run_1/final_congestion.png
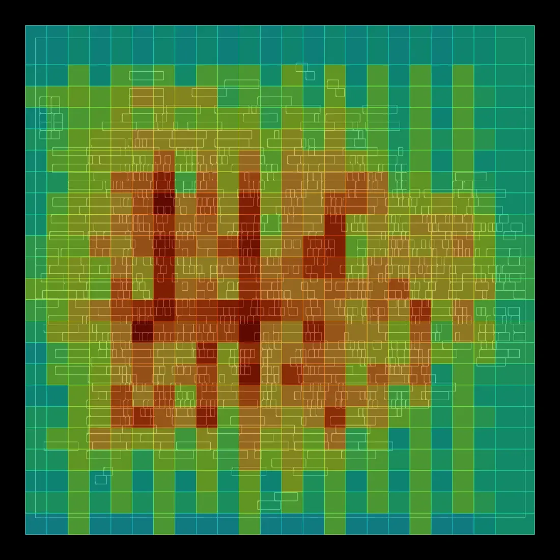
run_1/met2.png
Scale: 1.5 px per um. Cells faint in the background.
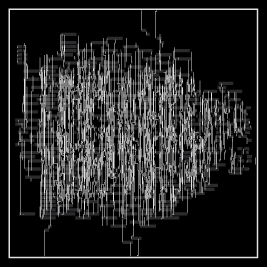
run_1/gate_families.png
Scale: 3 px per um.
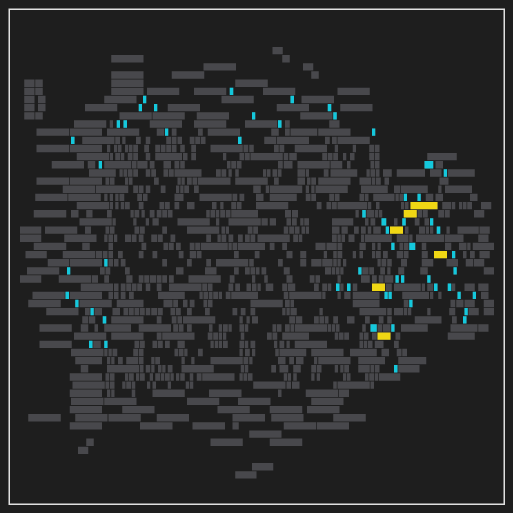
===== src/rtl/lifo_fifo_buffer_if.sv =====
// Producer/consumer bundle for lifo_fifo_buffer: the master drives requests,
// the slave (the buffer) returns head data, occupancy flags and errors.
interface lifo_fifo_buffer_if #(
    parameter int data_width = 8,
    parameter int addr_width = 4
);
    logic                  mode;
    logic                  push;
    logic                  pop;
    logic [data_width-1:0] w_data;
    logic                  clr_err;
    logic [data_width-1:0] r_data;
    logic                  empty;
    logic                  full;
    logic                  almost_empty;
    logic                  almost_full;
    logic [addr_width:0]   count;
    logic                  active_mode;
    logic                  err_overflow;
    logic                  err_underflow;

    modport master (
        output mode, push, pop, w_data, clr_err,
        input  r_data, empty, full, almost_empty, almost_full, count,
               active_mode, err_overflow, err_underflow
    );

    modport slave (
        input  mode, push, pop, w_data, clr_err,
        output r_data, empty, full, almost_empty, almost_full, count,
               active_mode, err_overflow, err_underflow
    );
endinterface


===== src/rtl/lifo_fifo_buffer.sv =====
// Dual-policy storage buffer: stack (LIFO) or queue (FIFO), policy latched
// only while empty; show-ahead head data, occupancy flags, sticky errors.
module lifo_fifo_buffer #(
    parameter int data_width = 8,
    parameter int addr_width = 4,
    parameter int af_level   = 2**addr_width - 2,
    parameter int ae_level   = 2
) (
    input logic               clk,
    input logic               reset,
    lifo_fifo_buffer_if.slave bus
);
    localparam int DEPTH = 2**addr_width;
    localparam logic [addr_width:0]   FULL_CNT = {1'b1, {addr_width{1'b0}}};
    localparam logic [addr_width:0]   CNT_ONE  = (addr_width+1)'(1);
    localparam logic [addr_width-1:0] PTR_ONE  = addr_width'(1);

    typedef enum logic {MODE_LIFO = 1'b0, MODE_FIFO = 1'b1} mode_e;

    logic [data_width-1:0] mem_q [DEPTH];
    logic [addr_width:0]   count_q, count_d;
    logic [addr_width-1:0] wr_ptr_q, wr_ptr_d;
    logic [addr_width-1:0] rd_ptr_q, rd_ptr_d;
    mode_e                 mode_q, mode_d, eff_mode;
    logic                  err_ov_q, err_ov_d;
    logic                  err_un_q, err_un_d;

    logic                  is_empty, is_full, pop_ok, push_ok, we;
    logic [addr_width-1:0] waddr, top_idx;
    logic [addr_width:0]   cnt_m1;

    always_comb begin
        is_empty = (count_q == '0);
        is_full  = (count_q == FULL_CNT);
        pop_ok   = bus.pop & ~is_empty;
        push_ok  = bus.push & (~is_full | pop_ok);
        // An empty buffer takes the incoming policy this edge, so a push
        // accepted now is placed where the new policy will look for it.
        eff_mode = is_empty ? mode_e'(bus.mode) : mode_q;
        cnt_m1   = count_q - CNT_ONE;
        top_idx  = cnt_m1[addr_width-1:0];
    end

    always_comb begin
        mode_d   = eff_mode;
        count_d  = count_q;
        wr_ptr_d = wr_ptr_q;
        rd_ptr_d = rd_ptr_q;
        we       = push_ok;
        waddr    = '0;

        if (push_ok & ~pop_ok)
            count_d = count_q + CNT_ONE;
        else if (pop_ok & ~push_ok)
            count_d = cnt_m1;

        if (eff_mode == MODE_LIFO) begin
            waddr = pop_ok ? top_idx : count_q[addr_width-1:0];
        end else begin
            waddr = wr_ptr_q;
            if (push_ok) wr_ptr_d = wr_ptr_q + PTR_ONE;
            if (pop_ok)  rd_ptr_d = rd_ptr_q + PTR_ONE;
        end

        if (is_empty & ~push_ok) begin
            wr_ptr_d = '0;
            rd_ptr_d = '0;
        end

        err_ov_d = bus.clr_err ? 1'b0 : err_ov_q;
        if (bus.push & ~push_ok) err_ov_d = 1'b1;
        err_un_d = bus.clr_err ? 1'b0 : err_un_q;
        if (bus.pop & is_empty) err_un_d = 1'b1;
    end

    always_ff @(posedge clk or posedge reset) begin
        if (reset) begin
            count_q  <= '0;
            wr_ptr_q <= '0;
            rd_ptr_q <= '0;
            mode_q   <= MODE_LIFO;
            err_ov_q <= 1'b0;
            err_un_q <= 1'b0;
        end else begin
            count_q  <= count_d;
            wr_ptr_q <= wr_ptr_d;
            rd_ptr_q <= rd_ptr_d;
            mode_q   <= mode_d;
            err_ov_q <= err_ov_d;
            err_un_q <= err_un_d;
        end
    end

    always_ff @(posedge clk) begin
        if (we & ~reset)
            mem_q[waddr] <= bus.w_data;
    end

    always_comb begin
        bus.r_data = '0;
        if (!is_empty)
            bus.r_data = (mode_q == MODE_LIFO) ? mem_q[top_idx] : mem_q[rd_ptr_q];
        bus.empty         = is_empty;
        bus.full          = is_full;
        bus.almost_empty  = (int'(count_q) <= ae_level);
        bus.almost_full   = (int'(count_q) >= af_level);
        bus.count         = count_q;
        bus.active_mode   = mode_q;
        bus.err_overflow  = err_ov_q;
        bus.err_underflow = err_un_q;
    end
endmodule


===== src/flat_wrapper.sv =====
// flat-port wrapper written by rule: the top's interface ports become plain ports
module lifo_fifo_buffer_flat 
#(
    parameter int data_width = 8,
    parameter int addr_width = 4,
    parameter int af_level   = 2**addr_width - 2,
    parameter int ae_level   = 2
)
  (clk, reset, bus_mode, bus_push, bus_pop, bus_w_data, bus_clr_err, bus_r_data, bus_empty, bus_full, bus_almost_empty, bus_almost_full, bus_count, bus_active_mode, bus_err_overflow, bus_err_underflow);
  lifo_fifo_buffer_if #(.data_width(data_width), .addr_width(addr_width)) bus_i ();
  input logic clk;
  input logic reset;
  input wire logic [$bits(bus_i.mode)-1:0] bus_mode;
  input wire logic [$bits(bus_i.push)-1:0] bus_push;
  input wire logic [$bits(bus_i.pop)-1:0] bus_pop;
  input wire logic [$bits(bus_i.w_data)-1:0] bus_w_data;
  input wire logic [$bits(bus_i.clr_err)-1:0] bus_clr_err;
  output wire logic [$bits(bus_i.r_data)-1:0] bus_r_data;
  output wire logic [$bits(bus_i.empty)-1:0] bus_empty;
  output wire logic [$bits(bus_i.full)-1:0] bus_full;
  output wire logic [$bits(bus_i.almost_empty)-1:0] bus_almost_empty;
  output wire logic [$bits(bus_i.almost_full)-1:0] bus_almost_full;
  output wire logic [$bits(bus_i.count)-1:0] bus_count;
  output wire logic [$bits(bus_i.active_mode)-1:0] bus_active_mode;
  output wire logic [$bits(bus_i.err_overflow)-1:0] bus_err_overflow;
  output wire logic [$bits(bus_i.err_underflow)-1:0] bus_err_underflow;
  assign bus_i.mode = bus_mode;
  assign bus_i.push = bus_push;
  assign bus_i.pop = bus_pop;
  assign bus_i.w_data = bus_w_data;
  assign bus_i.clr_err = bus_clr_err;
  assign bus_r_data = bus_i.r_data;
  assign bus_empty = bus_i.empty;
  assign bus_full = bus_i.full;
  assign bus_almost_empty = bus_i.almost_empty;
  assign bus_almost_full = bus_i.almost_full;
  assign bus_count = bus_i.count;
  assign bus_active_mode = bus_i.active_mode;
  assign bus_err_overflow = bus_i.err_overflow;
  assign bus_err_underflow = bus_i.err_underflow;
  lifo_fifo_buffer #(.data_width(data_width), .addr_width(addr_width), .af_level(af_level), .ae_level(ae_level)) u_core (.clk(clk), .reset(reset), .bus(bus_i));
endmodule

===== config.mk =====
export PLATFORM = sky130hd
export DESIGN_NAME = lifo_fifo_buffer_flat
export DESIGN_NICKNAME = d
export VERILOG_FILES = /design/src/rtl/lifo_fifo_buffer_if.sv /design/src/rtl/lifo_fifo_buffer.sv /design/src/flat_wrapper.sv
export SDC_FILE = /design/constraint.sdc
export NUM_CORES = 1
export LEC_CHECK = 0
export ABC_AREA = 1
export CAP_MARGIN = 15
export CORE_MARGIN = 3
export CORE_UTILIZATION = 30
export DETAILED_ROUTE_END_ITERATION = 10
export PLACE_DENSITY = 0.56
export SYNTH_ARGS = -nofsm -noshare
export SYNTH_HDL_FRONTEND = slang
export SYNTH_SLANG_ARGS = --single-unit
export TNS_END_PERCENT = 30

===== constraint.sdc =====
create_clock -name clk -period 2.6 [get_ports clk]
set_input_delay 0.26 -clock clk [delete_from_list [all_inputs] [get_ports clk]]
set_output_delay 0.26 -clock clk [all_outputs]
set_load 0.05 [all_outputs]

==> results.py, run 1 <==
# Generated from Yosys and OpenROAD reports
metrics = {
    "outcome": {
        "status": "finished clean",
    },
    "power_and_ir_drop": {
        "clock_power_mw": 2.52,
        "seq_power_mw": 2.99,
        "p_comb_mw": 8.51,
        "internal-power_mw": 7.22,
    },
    "synthesis": {
        "async_reset_ff_frac": 0.111,
        "synth_nets": 868,
        "synth.distinct_cells": 30,
        "yosys_area_mm2": 0.00753,
        "top_cells_by_count": "nand2_1, nand3_1, edfxtp_1",
        "syn_avg_cell_area_um2": 8.89,
        "top_area_cell": "edfxtp_1",
    },
    "finish": {
        "design_area_mm2": 0.00938,
        "final_cells": 1240,
        "clk_share": 0.0638,
        "clockBufferCount": 17,
        "drive_above_1_share": 0.171,
        "layout.nonclk_buf_frac": 0.103,
        "ff_count": 144,
        "sh_seq_area": 0.453,
        "seq_area_mm2": 0.00425,
    },
    "clocking": {
        "ctsRootBufferMaster": "clkbuf_16",
    },
    "sta": {
        "period_needed_ns": 2.53,
        "finalSetupViolCount": 0,
        "finalCritPeriodShare": 0.975,
        "relSlewSlack": 0.563,
        "fin_hold_ws_ns": 0.276,
    },
    "placed_design": {
        "dp_cells": 1199,
    },
    "global_routing": {
        "globalRouteOverflowTotal": 0,
        "grt_pass1_vias": 6257,
    },
    "routing": {
        "top_layer_used": "met4",
        "met2_length_um": 11700,
        "postRouteWirelength_um": 25200,
    },
    "setup_path": {
        "endpoint": "bus_r_data[0]",
        "ff2ff_setup_slack_ns": 0.33,
        "worst-r2r-cell-count": 10,
    },
    "floorplanning": {
        "initCoreUtil": 0.307,
    },
}
## Picture notes: final_congestion.png
met1 GRT Util: 0.245
wire per inst: 20.3 um
met3 Resource Use GR: 0.0424

## Picture notes: met2.png
- nets with wire on the layer: 724
- share of all routed wire: 47%
- wire length on this layer: 11700 um
- longest straight run: 57.1 um
- main direction: vertical

## Picture notes: gate_families.png
- yellow: adder and majority cells (cells 6; where right middle)
- cyan: inverters (cells 56)

[run 1: timing repair]
action	4_1_cts	5_1_grt
gates resized	4	16
setup endpoints to repair	8	8
gates cloned	0	4
pin swaps	0	2
buffers inserted	0	5
[run 1: cell families (layout without fill, tap and decap cells)]
family	Yosys count	count (layout)	synth area share
DFF	144	144	0.563
adders and majority gates	6	6	0.00996
buffers and inverters	108	176	0.0603
AOI/OAI and AO/OA	117	117	0.0795
and+or+nand+nor	468	468	0.281
xor gates and xnor gates	5	5	0.00581
[run 1: worst max-delay path, cell delays in order (launching register included)]
cell,delay [ns]
dfrtp_2,0.39
clkinv_4,0.07
ha_4,0.35
buf_16,0.17
a21oi_1,0.05
o21ai_0,0.09
nand3_1,0.23
nand3_1,0.14
nand3_1,0.09
nand2_2,0.12
buf_12,0.14
==> run 2, diff against run 1 <==
--- a/config.mk
+++ b/config.mk
@@ -10,6 +10,7 @@
 export CORE_MARGIN = 3
 export CORE_UTILIZATION = 30
 export DETAILED_ROUTE_END_ITERATION = 10
+export HOLD_SLACK_MARGIN = 0.12
 export PLACE_DENSITY = 0.56
 export SYNTH_ARGS = -nofsm -noshare
 export SYNTH_HDL_FRONTEND = slang
==> results.py, run 2 <==
# Generated from Yosys and OpenROAD reports
metrics = {
    "finish": {
        "final_cells": 1240,
        "drive_above_1_share": 0.171,
        "clockBufferCount": 17,
        "layout.nonclk_buf_frac": 0.103,
        "sh_seq_area": 0.453,
        "ff_count": 144,
        "clk_share": 0.0638,
        "lay_top_cells": "nand2_1, nand3_1, edfxtp_1",
        "design_area_mm2": 0.00938,
    },
    "clocking": {
        "post_cts_buffers": 0,
        "cts_resized": 4,
        "ctsRootBufferMaster": "clkbuf_16",
        "htreeDepth": 4,
    },
    "power_and_ir_drop": {
        "clock_power_mw": 2.52,
        "p_comb_mw": 8.51,
        "seq_power_mw": 2.99,
        "internal-power_mw": 7.22,
    },
    "global_routing": {
        "grt_pass1_vias": 6257,
        "globalRouteOverflowTotal": 0,
    },
    "outcome": {
        "status": "finished clean",
    },
    "setup_path": {
        "start_kind": "register",
        "critPathBufInv": 3,
        "crit_family": "simple AND/OR/NAND/NOR gates",
        "cpPeakStageDelay_ns": 0.39,
        "crit_slowest_cell": "dfrtp_2",
        "crit_top_cell": "nand3_1",
        "cp_cell_sequence": "clkinv_4 > ha_4 > buf_16 > a21oi_1 > o21ai_0 > nand3_1 > nand3_1 > nand3_1 > nand2_2 > buf_12",
    },
    "synthesis": {
        "xor_area_frac": 0.00581,
        "ys_sh_simple": 0.281,
        "aoi_share": 0.0795,
        "yosys_area_mm2": 0.00753,
        "synth.cellmix.adderShare": 0.00996,
        "mux_share": 0,
        "synth.distinct_cells": 30,
        "top_area_cell": "edfxtp_1",
        "synth_nets": 868,
        "logic_family": "simple AND/OR/NAND/NOR gates",
    },
    "sta": {
        "finalCritPeriodShare": 0.975,
        "period_needed_ns": 2.53,
        "fin_hold_ws_ns": 0.276,
        "relSlewSlack": 0.563,
        "worst_pin_slew_ns": 0.655,
    },
    "routing": {
        "top_layer_used": "met4",
        "met2_length_um": 11700,
        "wire_per_inst_um": 20.3,
        "postRouteWirelength_um": 25200,
    },
    "placed_design": {
        "dp_cells": 1199,
    },
    "floorplanning": {
        "initCoreUtil": 0.307,
    },
}
run 2: logic make-up (layout without fill, tap and decap cells):
kind of cell,Yosys count,after routing
AOI/OAI and AO/OA,117,117
xor gates and xnor gates,5,5
adders and majority gates,6,6
buffers and inverters,108,176
DFF,144,144
and+or+nand+nor,468,468
run 2: final timing paths:
check	from	slack (ns)	cells after the start	to
hold / removal	reset	0.28	2	u_core.bus.err_underflow
max in group asynchronous	reset	1.86	2	u_core.rd_ptr_q[0]
min in group clk	bus_clr_err	0.44	2	u_core.bus.err_overflow
hold reg to reg	u_core.bus.err_overflow	0.52	2	u_core.bus.err_overflow
setup / recovery	u_core.bus.count[0]	0.07	10	bus_r_data[0]
setup reg to reg	u_core.bus.count[4]	0.33	10	u_core.mem_q[13][0]
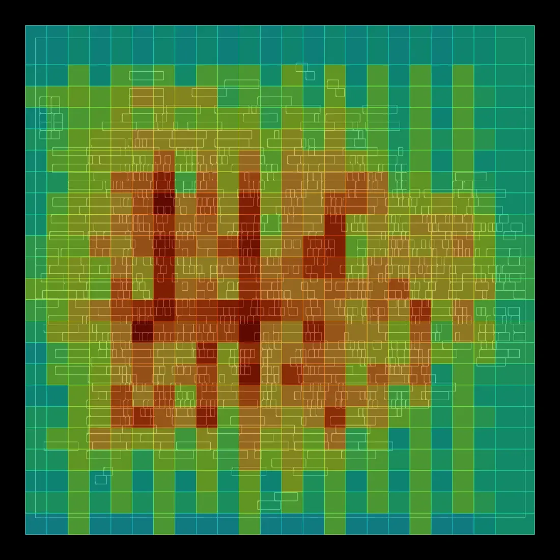
run_2/final_congestion.png
busiest layer in global routing: met2
utilization after layout: 0.382

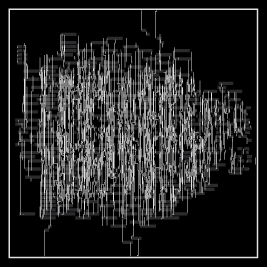
run_2/met2.png
Scale: 1.5 px per um. Cells faint in the background.
- wire length on this layer: 11700 um
- longest straight run: 57.1 um
- main direction: vertical

